===== config.mk =====
export PLATFORM = sky130hd
export DESIGN_NAME = dsm2_dac_stereo
export DESIGN_NICKNAME = d
export VERILOG_FILES = /design/src/rtl/dsm2_dac_stereo_pkg.sv /design/src/rtl/dsm2_channel.sv /design/src/rtl/dsm2_dac_stereo.sv
export SDC_FILE = /design/constraint.sdc
export NUM_CORES = 1
export LEC_CHECK = 0
export CORE_MARGIN = 3
export CORE_UTILIZATION = 45
export CTS_BUF_LIST = sky130_fd_sc_hd__clkbuf_4 sky130_fd_sc_hd__clkbuf_8
export CTS_CLUSTER_DIAMETER = 120
export DETAILED_ROUTE_END_ITERATION = 8
export HOLD_SLACK_MARGIN = 0.15
export SLEW_MARGIN = 0
export SYNTH_ARGS = -nofsm -noshare
export SYNTH_HDL_FRONTEND = slang
export SYNTH_SLANG_ARGS = --single-unit
export TNS_END_PERCENT = 1

===== constraint.sdc =====
create_clock -name clk -period 14.8 [get_ports clk]
set_input_delay 4.44 -clock clk [delete_from_list [all_inputs] [get_ports clk]]
set_output_delay 4.44 -clock clk [all_outputs]
set_load 0.005 [all_outputs]

===== src/rtl/dsm2_dac_stereo_pkg.sv =====
// Shared constants and helpers for the stereo second-order delta-sigma DAC.
// Widths, feedback levels, integrator limits and the dither LFSR definition
// live here so the channel and the top agree on them.
package dsm2_dac_stereo_pkg;

    localparam int DSM_IN_W    = 18;        // Q1.17 input sample
    localparam int DSM_INT_W   = 24;        // integrator width
    localparam int DSM_SUM_W   = 26;        // headroom for unsaturated sums
    localparam int DSM_FB_POS  = 131071;    // feedback when output bit is 1
    localparam int DSM_FB_NEG  = -131072;   // feedback when output bit is 0
    localparam int DSM_INT_MAX = 8388607;
    localparam int DSM_INT_MIN = -8388608;

    // 16-bit Fibonacci LFSR, taps 16,14,13,11 -> bit positions 15,13,12,10
    localparam logic [15:0] DSM_LFSR_SEED = 16'hACE1;
    localparam logic [15:0] DSM_LFSR_TAPS = 16'hB400;

    typedef logic signed [DSM_SUM_W-1:0] dsm_sum_t;
    typedef logic signed [DSM_INT_W-1:0] dsm_int_t;

    // Clamp a wide sum into the integrator range.
    function automatic dsm_int_t sat24(input dsm_sum_t v);
        dsm_int_t r;
        if (v > dsm_sum_t'(DSM_INT_MAX)) begin
            r = dsm_int_t'(DSM_INT_MAX);
        end else if (v < dsm_sum_t'(DSM_INT_MIN)) begin
            r = dsm_int_t'(DSM_INT_MIN);
        end else begin
            r = v[DSM_INT_W-1:0];
        end
        return r;
    endfunction

    // Feedback bit shifted into the LFSR on each advance.
    function automatic logic lfsr_feedback(input logic [15:0] s);
        return ^(s & DSM_LFSR_TAPS);
    endfunction

endpackage


===== src/rtl/dsm2_channel.sv =====
// One channel of the second-order delta-sigma modulator: two saturating
// 24-bit integrators and the registered 1-bit output. The loop state only
// moves on tick_en; between ticks everything holds.
module dsm2_channel
    import dsm2_dac_stereo_pkg::*;
(
    input  logic                clk,
    input  logic                reset,
    input  logic                tick_en,
    input  logic [DSM_IN_W-1:0] x,
    input  logic [1:0]          d,
    output logic                out
);

    dsm_int_t r_int1;
    dsm_int_t r_int2;
    logic     r_out;

    dsm_sum_t w_xs;
    dsm_sum_t w_fb;
    dsm_sum_t w_d;
    dsm_sum_t w_sum1;
    dsm_sum_t w_sum2;
    dsm_int_t w_int1_n;
    dsm_int_t w_int2_n;

    // Next-state loop arithmetic; input is halved for loop stability.
    always_comb begin
        w_xs     = {{(DSM_SUM_W - DSM_IN_W + 1){x[DSM_IN_W-1]}}, x[DSM_IN_W-1:1]};
        w_fb     = r_out ? dsm_sum_t'(DSM_FB_POS) : dsm_sum_t'(DSM_FB_NEG);
        w_d      = {{(DSM_SUM_W - 2){d[1]}}, d};
        w_sum1   = {{(DSM_SUM_W - DSM_INT_W){r_int1[DSM_INT_W-1]}}, r_int1} + w_xs - w_fb;
        w_int1_n = sat24(w_sum1);
        w_sum2   = {{(DSM_SUM_W - DSM_INT_W){r_int2[DSM_INT_W-1]}}, r_int2}
                 + {{(DSM_SUM_W - DSM_INT_W){w_int1_n[DSM_INT_W-1]}}, w_int1_n}
                 - w_fb + w_d;
        w_int2_n = sat24(w_sum2);
    end

    // Commit integrators and the quantised output bit once per modulator tick.
    always_ff @(posedge clk or posedge reset) begin
        if (reset) begin
            r_int1 <= '0;
            r_int2 <= '0;
            r_out  <= 1'b0;
        end else if (tick_en) begin
            r_int1 <= w_int1_n;
            r_int2 <= w_int2_n;
            r_out  <= ~w_int2_n[DSM_INT_W-1];
        end
    end

    assign out = r_out;

endmodule


===== src/rtl/dsm2_dac_stereo.sv =====
// Stereo second-order delta-sigma DAC front end. Holds the last strobed
// sample per channel, divides clk down to the modulator rate and drives two
// dsm2_channel instances. Optional TPDF-like +/-1 dither into the second
// integrator is enabled by defining DSM_DITHER_EN.
module dsm2_dac_stereo
    import dsm2_dac_stereo_pkg::*;
#(
    parameter int TICK_DIV = 16
)
(
    input  logic                clk,
    input  logic                reset,
    input  logic                sample_in_rdy,
    input  logic [DSM_IN_W-1:0] sample_in_l,
    input  logic [DSM_IN_W-1:0] sample_in_r,
    output logic                dac_out_l,
    output logic                dac_out_r,
    output logic                tick
);

    localparam int CNT_W = (TICK_DIV > 1) ? $clog2(TICK_DIV) : 1;
    localparam logic [CNT_W-1:0] CNT_LAST = CNT_W'(TICK_DIV - 1);

    logic [CNT_W-1:0]             r_tick_cnt;
    logic                         r_tick;
    logic                         w_tick_en;
    logic [1:0]                   w_d;
    logic [1:0][DSM_IN_W-1:0]     w_in;
    logic [1:0]                   w_dac;

    assign w_tick_en = (r_tick_cnt == CNT_LAST);
    assign w_in      = {sample_in_r, sample_in_l};

    // Free-running modulator-rate divider, wraps at TICK_DIV-1.
    always_ff @(posedge clk or posedge reset) begin
        if (reset) begin
            r_tick_cnt <= '0;
        end else if (w_tick_en) begin
            r_tick_cnt <= '0;
        end else begin
            r_tick_cnt <= r_tick_cnt + CNT_W'(1);
        end
    end

    // Tick flag trails the update edge by one cycle.
    always_ff @(posedge clk or posedge reset) begin
        if (reset) begin
            r_tick <= 1'b0;
        end else begin
            r_tick <= w_tick_en;
        end
    end

`ifdef DSM_DITHER_EN
    logic [15:0] r_lfsr;

    // Dither source advances once per modulator update, shared by both channels.
    always_ff @(posedge clk or posedge reset) begin
        if (reset) begin
            r_lfsr <= DSM_LFSR_SEED;
        end else if (w_tick_en) begin
            r_lfsr <= {r_lfsr[14:0], lfsr_feedback(r_lfsr)};
        end
    end

    assign w_d = r_lfsr[0] ? 2'b01 : 2'b11;
`else
    assign w_d = 2'b00;
`endif

    genvar gi;
    generate
        for (gi = 0; gi < 2; gi = gi + 1) begin : g_ch
            logic [DSM_IN_W-1:0] r_x;

            // Capture the strobed sample; it is held until the next strobe.
            always_ff @(posedge clk or posedge reset) begin
                if (reset) begin
                    r_x <= '0;
                end else if (sample_in_rdy) begin
                    r_x <= w_in[gi];
                end
            end

            dsm2_channel u_ch (
                .clk     (clk),
                .reset   (reset),
                .tick_en (w_tick_en),
                .x       (r_x),
                .d       (w_d),
                .out     (w_dac[gi])
            );
        end
    endgenerate

    assign dac_out_l = w_dac[0];
    assign dac_out_r = w_dac[1];
    assign tick      = r_tick;

endmodule


==> job_summary.md, run 1 <==
## Implementation flow summary

| Metric | Value |
|---|---|
| Outcome | finished clean |
| Cells in synth_stat.txt | 1774 |
| Critical path's slowest cell | nor2_2 |
| Final-report setup violation count | 0 |
| Initial antenna violation count | 0 |
| Stages on worst setup path | 47 |
| Row count | approximately 65 |
| Global-route wire length before repair | approximately 62000 microns |
| Place WS | roughly 2.8 ns |
| Hold WC Path Type | reg2reg |
| Max-Cap Viols | 0 |
| 1st-iter DRT viols | 551 |
| Tool Warnings | 34 |
| Relative slew slack | 0.242 |
| CTS tree | yes |
| Cells after Synth | 1774 |
| Fin cells | approximately 2200 |
| Met1 wire length | 16900 microns |
| Pin count of the biggest net entering global routing | 81 |
| Clock Tree Root | clkbuf_8 |
| Grt met2 use | 0.387 |
| DR WL met2 | between 15000 and 20000 microns |
| Synth Net Count | 2024 |
| Clock transition at path regs | ~0.11 ns |
| Grt total ovfl | 0 |
| Setup_tns | 0 ns |
| Via/cell ratio | 5.75 |
| R2R setup slack | 2.82 ns |
| Chip Width | ~190 microns |
| Area grow syn2layout | 8.48% |
| Worst-margin pin slew | 1.14 ns |
| CP peak stage delay | 0.66 ns |
| Reg2Reg Depth | 47 |
| Worst EP arrival | between 10 and 15 ns |
| Yosys reg bits | around 140 |
| Number of nets still failing antenna checks after routing | 0 |
| Top layer in use | met4 |
| Most used cell, CP | a21oi_1 |
| Antenna cells | 0 |
| Met3 WL | 806 microns |
| Critical path data required time | 15.21 ns |
| Top delay family on crit path | AND-OR/OR-AND gates |
| RSZ-0062 raised after global routing | false |
| Fin util | 0.502 |
| Placed inst area | 15700 sq um |
| Endpoint type of the worst setup path | flop |
| Synth Seq Share | 0.231 |
| Synthesized area | 14800 sq um |
| Final slew viol count | 0 |
| Init Core Util | 0.463 |
| Final routed DRC violation total | 0 |
| GR Util met3 | 0.0288 |
| Number of global-route vias before repair | 12600 |
| Worst setup margin | 2.82 ns |
| Chip footprint | about 35000 sq um |
| Port buffer count | 39 |
| Tcrit/Tclk final | 0.810 |
| Hold-fix buffers, CTS | 0 |
| Worst Path Buf+Inv | 3 |
| Core area | 32000 sq um |
| Setup Buffers After CTS | 0 |
| Die height | 188 microns |
| YS warnings | 0 |
| Fmax | 83.5 MHz |
| H-tree depth | 4 |
| Crit Path Max Fanout | 20 |
| Dominant flop cell | dfrtp_1 |
| Final nets | between 2000 and 2500 |
| Cell Type Count | approximately 85 |
| CP startpoint kind | flop |
| IO Pins | 42 |
| M1 GR Usage | 0.261 |
| Endpoints failing hold | 0 |
| Post-DP HPWL | 27800 microns |
| GR peak layer | met2 |
| Placed Instances | 2210 |
| Hold Path Stages | 1 |
| Clock sink total | 137 |
| CTS buffer count | 17 |
| Post-synth ARST share | 1.00 |
| CTS max path bufs | 2 |
| CTS resizes | 0 |
| Wire per inst | 16.5 microns |
| Tmin final | 11.98 ns |
| Drt first pass iters | 7 |
| Setup CP Type | reg2reg |
| Total GRT Usage | 0.211 |
| Clock Skew | 0.0170 ns |
| Most frequent cells in the layout | nand2_1, ha_1, a21oi_1 |
| Fin area | 16100 sq um |
| Chip area in the Yosys report | 14800 sq um |
| Most instantiated logic cell after routing | nand2_1 |
| Share of cells above drive strength 1 | 0.0764 |
| GP Congestion | just under 0.9 |
| EDFF count, synth | 0 |
| Syn Area/Cell | 8.36 sq um |
## run 1: logic make-up after synthesis
| group | after synthesis | share of synthesized area |
|---|---|---|
| buf+inv | 121 | 0.0329 |
| mux | 35 | 0.0268 |
| compound gates | 601 | 0.279 |
| simple gates | 516 | 0.158 |
| xor+xnor | 153 | 0.0904 |
| flops | 137 | 0.231 |
| fa+ha+maj | 211 | 0.182 |
## run 1: area by class of cell
| type | instances | area (sq um) |
|---|---|---|
| clock buffers | 17 | 234 |
| flip-flops and latches | 137 | 3430 |
| multi-input cells | 1516 | 10900 |
| inverters | 74 | 283 |
| repair buffers | 48 | 453 |
| clock inverters | 15 | 199 |
| fillers | 3145 | 16000 |
| well taps | 435 | 544 |
## run 1: final timing paths
check                                      startpoint                                  end
min                           r_tick_cnt[0]$_DFF_PP0_              r_tick_cnt[0]$_DFF_PP0_
max reg2reg                g_ch[1].r_x[1]$_DFFE_PP0P_   g_ch[1].u_ch.r_int2[3]$_DFFE_PP0P_
max                        g_ch[1].r_x[1]$_DFFE_PP0P_   g_ch[1].u_ch.r_int2[3]$_DFFE_PP0P_
min in group asynchronous                       reset          g_ch[0].r_x[14]$_DFFE_PP0P_
max in group asynchronous                       reset  g_ch[0].u_ch.r_int2[21]$_DFFE_PP0P_
min reg2reg                   r_tick_cnt[0]$_DFF_PP0_              r_tick_cnt[0]$_DFF_PP0_
## run 1: state kept, by name, indices dropped and copies added (netlist names)
name              cells
g_ch.u_ch.r_int1     48
g_ch.u_ch.r_int2     48
g_ch.r_x             34
r_tick_cnt            4
g_ch.u_ch.out         2
tick                  1
## run 1: per-stage QoR
stage          hold slack (ns)
6_report                 0.499
5_1_grt                  0.517
4_1_cts                  0.500
3_5_place_dp             0.482
3_3_place_gp             0.472
2_1_floorplan            0.450
## run 1: Yosys cell counts, types with 11 or more instances
| cell type | n | area (sq um) |
|---|---|---|
| and3_1 | 12 | 75.1 |
| o21ai_0 | 102 | 510 |
| a211oi_1 | 12 | 90.1 |
| o211ai_2 | 20 | 250 |
| xor2_1 | 44 | 385 |
| nand2b_1 | 18 | 113 |
| ha_1 | 203 | 2540 |
| mux2_2 | 34 | 383 |
| xnor2_1 | 109 | 955 |
| nand3_1 | 39 | 195 |
| a21boi_0 | 11 | 82.6 |
| a31oi_1 | 31 | 194 |
| nand4_1 | 11 | 68.8 |
| o21a_1 | 31 | 233 |
| a221o_1 | 19 | 190 |
| nor3_1 | 21 | 105 |
| nand2_1 | 206 | 773 |
| inv_1 | 73 | 274 |
| a21o_1 | 63 | 473 |
| a21oi_1 | 170 | 851 |
| dfrtp_1 | 137 | 3430 |
| o21bai_1 | 21 | 158 |
| and2_1 | 12 | 75.1 |
| nor2_1 | 137 | 514 |
| clkbuf_1 | 30 | 113 |
| o211ai_1 | 19 | 143 |
| nor2b_1 | 23 | 144 |
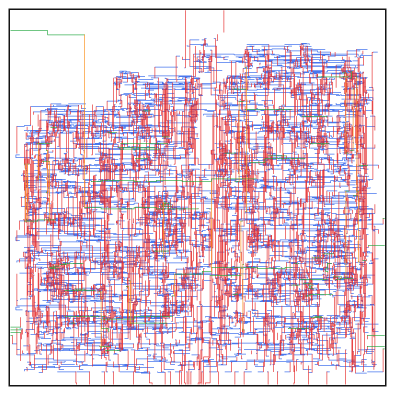
(run_1/layers.png)
Drawn at 2 px/micron.
Key: M2 = red [wire length 18600 microns]; M3 = green [wire length 806 microns]; M1 = blue [wire length 16900 microns]; M4 = orange [wire length 739 microns]

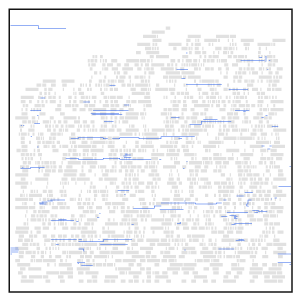
(run_1/m3.png)
Drawn at 1.5 px/micron. Cells faint in the background.
The layer holds 2.2% of the routed length. The layer carries 806 microns of wire. The longest straight run is 23.5 microns. 76 nets have wire on it.
DR vias: 12900
drt total wl: 37100 microns

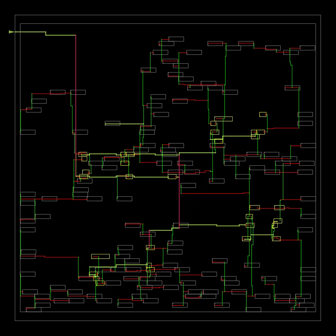
(run_1/clock_nets.png)
clock buffers: 17
flop count: 137
Skew-Pair Late Insertion Delay: 0.48 ns

## Run 2: what changed since run 1
- clock period: 14.8 -> 12.4 ns (I/O delays scaled with it)
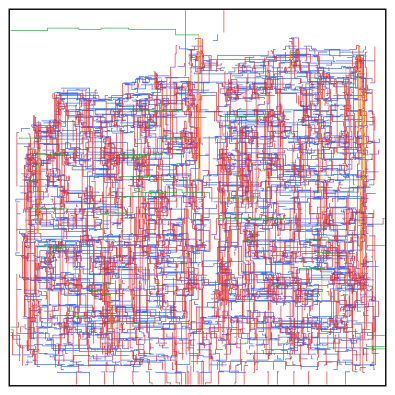
(run_2/layers.png)
Drawn at 2 px/micron.
Key: M2 = red [wire length 18400 microns]; M1 = blue [wire length 16700 microns]; M3 = green [wire length 737 microns]; M4 = orange [wire length 1030 microns]
drt total wl: 36800 microns
DR vias: 12900
Total GRT Usage: 0.211
wire per inst: 16.4 microns

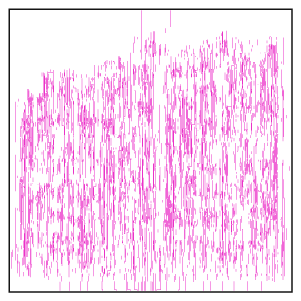
(run_2/m2.png)
Drawn at 1.5 px/micron.
The layer holds 50% of the routed length. The longest straight run is 108 microns. 1739 nets have wire on it. The wires run mostly vertical. The layer carries 18400 microns of wire.

==> job_summary.md, run 2 <==
## Implementation flow summary

| Metric | Value |
|---|---|
| Yosys top cell area share | 0.231 (unchanged) |
| Number of global-route vias before repair | 12900 (+1.8%) |
| Final-report setup violation count | 0 (unchanged) |
| Post-synth ARST share | 1.00 (unchanged) |
| Area grow syn2layout | 8.72% |
| Synthesized area | 14800 sq um (unchanged) |
| Pin count of the biggest net entering global routing | 71 (-12%) |
| Clock Skew | 0.0237 ns (+0.00668 ns) |
| Tmin final | 11.47 ns (-0.513 ns) |
| CTS max path bufs | 2 (unchanged) |
| Global-route wire length before repair | 61900 microns (about the same) |
| Cell taking the most area after synthesis | dfrtp_1 |
| Top flop regs | g_ch.u_ch.r_int1: 48 flops, g_ch.u_ch.r_int2: 48 flops, g_ch.r_x: 34 flops |
| Syn Area/Cell | 8.36 sq um (unchanged) |
| Drt first pass iters | 5 (-2) |
| Synth Net Count | 2024 (unchanged) |
| Fin cells | 2246 (+0.18%) |
| RSZ-0062 raised after global routing | false |
| Outcome | finished clean |
| GP Congestion | 0.860 (-0.66%) |
| 1st-iter DRT viols | 538 (-2.4%) |
| CTS tree | yes |
| Via/cell ratio | 5.74 (-0.17%) |
| Worst EP arrival | 11.78 ns (-0.61 ns) |
| Endpoint type of the worst setup path | flop |
| Row count | 65 (unchanged) |
| Worst setup margin | 0.931 ns (-1.89 ns) |
| CP startpoint kind | flop |
| CP peak stage delay | 0.56 ns (-0.10 ns) |
| Most instantiated logic cell after routing | nand2_1 |
| EDFF count, synth | 0 (unchanged) |
| Chip area in the Yosys report | 14800 sq um (unchanged) |
| YS warnings | 0 (unchanged) |
| Clock sink total | 137 (unchanged) |
| Most used cell, CP | a21oi_1 |
| Yosys reg bits | 137 (unchanged) |
| Setup CP Type | reg2reg |
| Cell Type Count | 85 (unchanged) |
| Cells in synth_stat.txt | 1774 (unchanged) |
| Hold_ws | 0.490 ns (-0.00888 ns) |
| Chip Width | 188 microns (unchanged) |
| Core area | 32000 sq um (unchanged) |
| Top cells by count | nand2_1, ha_1, a21oi_1, dfrtp_1, nor2_1 |
| Final slew viol count | 0 (unchanged) |
| Worst-margin pin slew | 1.05 ns (-0.0852 ns) |
| Final nets | 2048 (+0.20%) |
| Antenna cells | 0 (unchanged) |
| Endpoints failing hold | 0 (unchanged) |
| Number of nets still failing antenna checks after routing | 0 (unchanged) |
| Share of cells above drive strength 1 | 0.0784 (+0.00204) |
| H-tree depth | 4 (unchanged) |
| Cells after Synth | 1774 (unchanged) |
| Placed Instances | 2214 (+0.18%) |
| Relative slew slack | 0.299 (+0.0568) |
| Setup Buffers After CTS | 0 (unchanged) |
| Most frequent cells in the layout | nand2_1, ha_1, a21oi_1 |
| Init Core Util | 0.463 (unchanged) |
| Post-DP HPWL | 28100 microns (+0.88%) |
| Grt total ovfl | 0 (unchanged) |
| Hold WC Path Type | reg2reg |
| Critical path data required time | 12.72 ns (-2.49 ns) |
| Top cells by area | dfrtp_1, ha_1, xnor2_1, a21oi_1, nand2_1 |
| Tool Warnings | 34 (unchanged) |
| Setup_tns | 0 ns (unchanged) |
| Synth Seq Share | 0.231 (unchanged) |
| Port buffer count | 39 (unchanged) |
| Fmax | 87.2 MHz (+4.5%) |
| Die height | 188 microns (unchanged) |
| Clock Tree Root | clkbuf_8 |
| CTS buffer count | 17 (unchanged) |
| Place WS | 1.03 ns (-1.80 ns) |
| IO Pins | 42 (unchanged) |
run 2: cell types whose count changed in the layout (fill, tap and decap cells not counted), sizes merged:
| cell | change |
|---|---|
| clkbuf | +2 |
| bufinv | +1 |
| buf | +4 |
| inv | -4 |
| clkinvlp | +1 |
run 2: cell type report:
class	instances	area [sq um]
Clock buffer	19	255
Clock inverter	13	181
Fill cell	3198	15900
Inverter	74	283
Multi-Input combinational cell	1516	10900
Sequential cell	137	3430
Tap cell	435	544
Timing Repair Buffer	52	483
run 2: metal layers:
metal | GRT usage | vias to the layer above | routed length, microns
met5 | 0 | - | 0
met4 | 0.0724 | 0 | 1030
met3 | 0.0269 | 59 | 737
met2 | 0.383 | 151 | 18400
met1 | 0.256 | 6099 | 16700
li1 | - | 6574 | -
run 2: worst paths after layout:
| check | cells past startpoint | to | slack (ns) | start |
|---|---|---|---|---|
| worst min-delay path | 1 | r_tick_cnt[0]$_DFF_PP0_ | 0.49 | r_tick_cnt[0]$_DFF_PP0_ |
| worst max-delay path | 46 | g_ch[1].u_ch.r_int2[9]$_DFFE_PP0P_ | 0.93 | g_ch[1].r_x[1]$_DFFE_PP0P_ |
| worst max register to register | 46 | g_ch[1].u_ch.r_int2[9]$_DFFE_PP0P_ | 0.93 | g_ch[1].r_x[1]$_DFFE_PP0P_ |
| min in group asynchronous | 2 | g_ch[1].r_x[5]$_DFFE_PP0P_ | 3.72 | reset |
| max in group asynchronous | 3 | r_tick_cnt[0]$_DFF_PP0_ | 7.26 | reset |
| worst min register to register | 1 | r_tick_cnt[0]$_DFF_PP0_ | 0.49 | r_tick_cnt[0]$_DFF_PP0_ |
run 2: worst max-delay path: cells and delay by family, from the launching register on:
| family | cells | cell delay [ns] |
|---|---|---|
| xor+xnor | 3 | 0.43 |
| flops | 1 | 0.40 |
| simple gates | 5 | 1.21 |
| compound gates | 31 | 7.61 |
| buf+inv | 2 | 0.28 |
| fa+ha+maj | 5 | 1.33 |
run 2: cell families (layout without fill, tap and decap cells):
group	after synthesis	after routing	share of synthesized area
AOI/OAI and AO/OA	601	601	0.279
and+or+nand+nor	516	516	0.158
adders and majority gates	211	211	0.182
xor gates and xnor gates	153	153	0.0904
DFF	137	137	0.231
buffers and inverters	121	158	0.0329
muxes	35	35	0.0268
run 2: through the flow:
| step | instance area, sq um | util |
|---|---|---|
| after floorplan | 14800 | - |
| after global routing | 16100 | 0.503 |
| after global placement | 15700 | 0.489 |
| after CTS | 16100 | 0.503 |
| after detailed placement | 15700 | 0.489 |
| final | 16100 | 0.503 |
## Run 3: what changed since run 2
- SKIP_LAST_GASP: unset -> 1
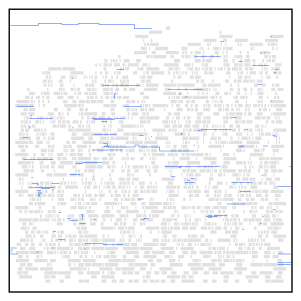
(run_3/m3.png)
Drawn at 1.5 px/micron. Cells faint in the background.
The layer carries 737 microns of wire. The layer holds 2.0% of the routed length.

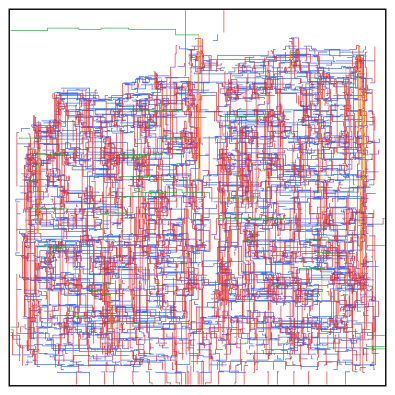
(run_3/layers.png)
Drawn at 2 px/micron.
Key: M2 = red [wire length 18400 microns]; M1 = blue [wire length 16700 microns]; M4 = orange [wire length 1030 microns]; M3 = green [wire length 737 microns]

==> job_summary.md, run 3 <==
## Implementation flow summary

| Metric | Value |
|---|---|
| Worst Path Buf+Inv | 2 (unchanged) |
| Top delay family on crit path | AND-OR/OR-AND gates |
| CP startpoint kind | flop |
| Init Core Util | 0.463 (unchanged) |
| Drt total wl | 36800 microns (unchanged) |
| Global-route wire length before repair | 61900 microns (unchanged) |
| Core area | 32000 sq um (unchanged) |
| Yosys top cell area share | 0.231 (unchanged) |
| Post-synth ARST share | 1.00 (unchanged) |
| Crit Path Max Fanout | 24 |
| Chip area in the Yosys report | 14800 sq um (unchanged) |
| Outcome | finished clean |
| Clock sink total | 137 (unchanged) |
| Most instantiated logic cell after routing | nand2_1 |
| Final slew viol count | 0 (unchanged) |
| Setup_tns | 0 ns (unchanged) |
| CTS resizes | 0 |
| Worst-margin pin slew | 1.05 ns (unchanged) |
| CP peak stage delay | 0.56 ns (about the same) |
| Top cells by area | dfrtp_1, ha_1, xnor2_1, a21oi_1, nand2_1 |
| Synth Seq Share | 0.231 (unchanged) |
| GP Congestion | 0.860 (unchanged) |
| Dominant flop cell | dfrtp_1 |
| Clock Tree Root | clkbuf_8 |
| 1st-iter DRT viols | 538 (unchanged) |
| Endpoint type of the worst setup path | flop |
| Chip Width | 188 microns (unchanged) |
| Relative slew slack | 0.299 (unchanged) |
| Hold WC Path Type | reg2reg |
| Synth Net Count | 2024 (unchanged) |
| Chip footprint | around 35000 sq um |
| IO Pins | 42 (unchanged) |
| CTS buffer count | 17 (unchanged) |
| Most used cell, CP | a21oi_1 |
| Total GRT Usage | 0.211 (unchanged) |
| Number of global-route vias before repair | 12900 (unchanged) |
| Top flop regs | g_ch.u_ch.r_int1: 48 flops, g_ch.u_ch.r_int2: 48 flops, g_ch.r_x: 34 flops |
| Fmax | 87.2 MHz (unchanged) |
| Post-DP HPWL | 28100 microns (unchanged) |
| Critical path data required time | 12.72 ns (about the same) |
| H-tree depth | 4 (unchanged) |
| Area grow syn2layout | 8.72% (unchanged) |
| EDFF count, synth | 0 (unchanged) |
| Setup Buffers After CTS | 0 (unchanged) |
| Final nets | 2048 (unchanged) |
| Syn Area/Cell | 8.36 sq um (unchanged) |
| Yosys reg bits | 137 (unchanged) |
| Cells in synth_stat.txt | 1774 (unchanged) |
| Drt first pass iters | 5 (unchanged) |
| Cells after Synth | 1774 (unchanged) |
| Final-report setup violation count | 0 (unchanged) |
| Final routed DRC violation total | 0 |
| Clock Skew | 0.0237 ns (unchanged) |
| Share of cells above drive strength 1 | 0.0784 (unchanged) |
| Port buffer count | 39 (unchanged) |
| CTS tree | yes |
| Setup CP Type | reg2reg |
| YS warnings | 0 (unchanged) |
| Worst EP arrival | 11.78 ns (about the same) |
| Most frequent cells in the layout | nand2_1, ha_1, a21oi_1 |
| Endpoints failing hold | 0 (unchanged) |
| CTS max path bufs | 2 (unchanged) |
| Tmin final | 11.47 ns (unchanged) |
| RSZ-0062 raised after global routing | false |
| Pin count of the biggest net entering global routing | 71 (unchanged) |
| Row count | 65 (unchanged) |
| Die height | 188 microns (unchanged) |
| Grt total ovfl | 0 (unchanged) |
| Antenna cells | 0 (unchanged) |
| Skew-Pair Late Insertion Delay | approximately 0.47 ns |
| Wire per inst | 16.4 microns (unchanged) |
| DR vias | 12900 (unchanged) |
| Synthesized area | 14800 sq um (unchanged) |
| Tool Warnings | 34 (unchanged) |
| Cell Type Count | 85 (unchanged) |
| Via/cell ratio | 5.74 (unchanged) |
| Cell taking the most area after synthesis | dfrtp_1 |
| Top cells by count | nand2_1, ha_1, a21oi_1, dfrtp_1, nor2_1 |
| Number of nets still failing antenna checks after routing | 0 (unchanged) |
==> run 3: area by class of cell <==
| type | count | area [sq um] |
|---|---|---|
| fill | 3198 | 15900 |
| sequential | 137 | 3430 |
| inverter | 74 | 283 |
| clock buffer | 19 | 255 |
| multi-input combinational | 1516 | 10900 |
| tap | 435 | 544 |
| clock inverter | 13 | 181 |
| timing repair buffer | 52 | 483 |
==> run 3: path summary, 6_finish.rpt <==
check	depth (start not counted)	end	start	slack (ns)
worst max register to register	46	g_ch[1].u_ch.r_int2[9]$_DFFE_PP0P_	g_ch[1].r_x[1]$_DFFE_PP0P_	0.93
min in group asynchronous	2	g_ch[1].r_x[5]$_DFFE_PP0P_	reset	3.72
max in group asynchronous	3	r_tick_cnt[0]$_DFF_PP0_	reset	7.26
worst max-delay path	46	g_ch[1].u_ch.r_int2[9]$_DFFE_PP0P_	g_ch[1].r_x[1]$_DFFE_PP0P_	0.93
worst min-delay path	1	r_tick_cnt[0]$_DFF_PP0_	r_tick_cnt[0]$_DFF_PP0_	0.49
worst min register to register	1	r_tick_cnt[0]$_DFF_PP0_	r_tick_cnt[0]$_DFF_PP0_	0.49
==> run 3: kinds of logic after synthesis <==
| logic type | Yosys count | synth area share |
|---|---|---|
| buf+inv | 121 | 0.0329 |
| fa+ha+maj | 211 | 0.182 |
| mux | 35 | 0.0268 |
| xor+xnor | 153 | 0.0904 |
| simple gates | 516 | 0.158 |
| compound gates | 601 | 0.279 |
| flops | 137 | 0.231 |
==> run 3: per-stage QoR <==
step / hold WS [ns] / util / setup WS (ns) / area [sq um] / cells
final: 0.490 / 0.503 / 0.931 / 16100 / 2246
after global routing: 0.513 / 0.503 / 0.0823 / 16100 / 2246
after CTS: 0.494 / 0.503 / 0.983 / 16100 / 2246
after detailed placement: 0.478 / 0.489 / 1.03 / 15700 / 2214
after global placement: 0.472 / 0.489 / 1.07 / 15700 / 2214
after floorplan: 0.450 / - / 2.51 / 14800 / 1774
==> run 3: per-layer routing <==
metal / global-route usage / vias to the layer above / wire [microns]
li1: - / 6574 / -
met4: 0.0724 / 0 / 1030
met3: 0.0269 / 59 / 737
met5: 0 / - / 0
met1: 0.256 / 6099 / 16700
met2: 0.383 / 151 / 18400
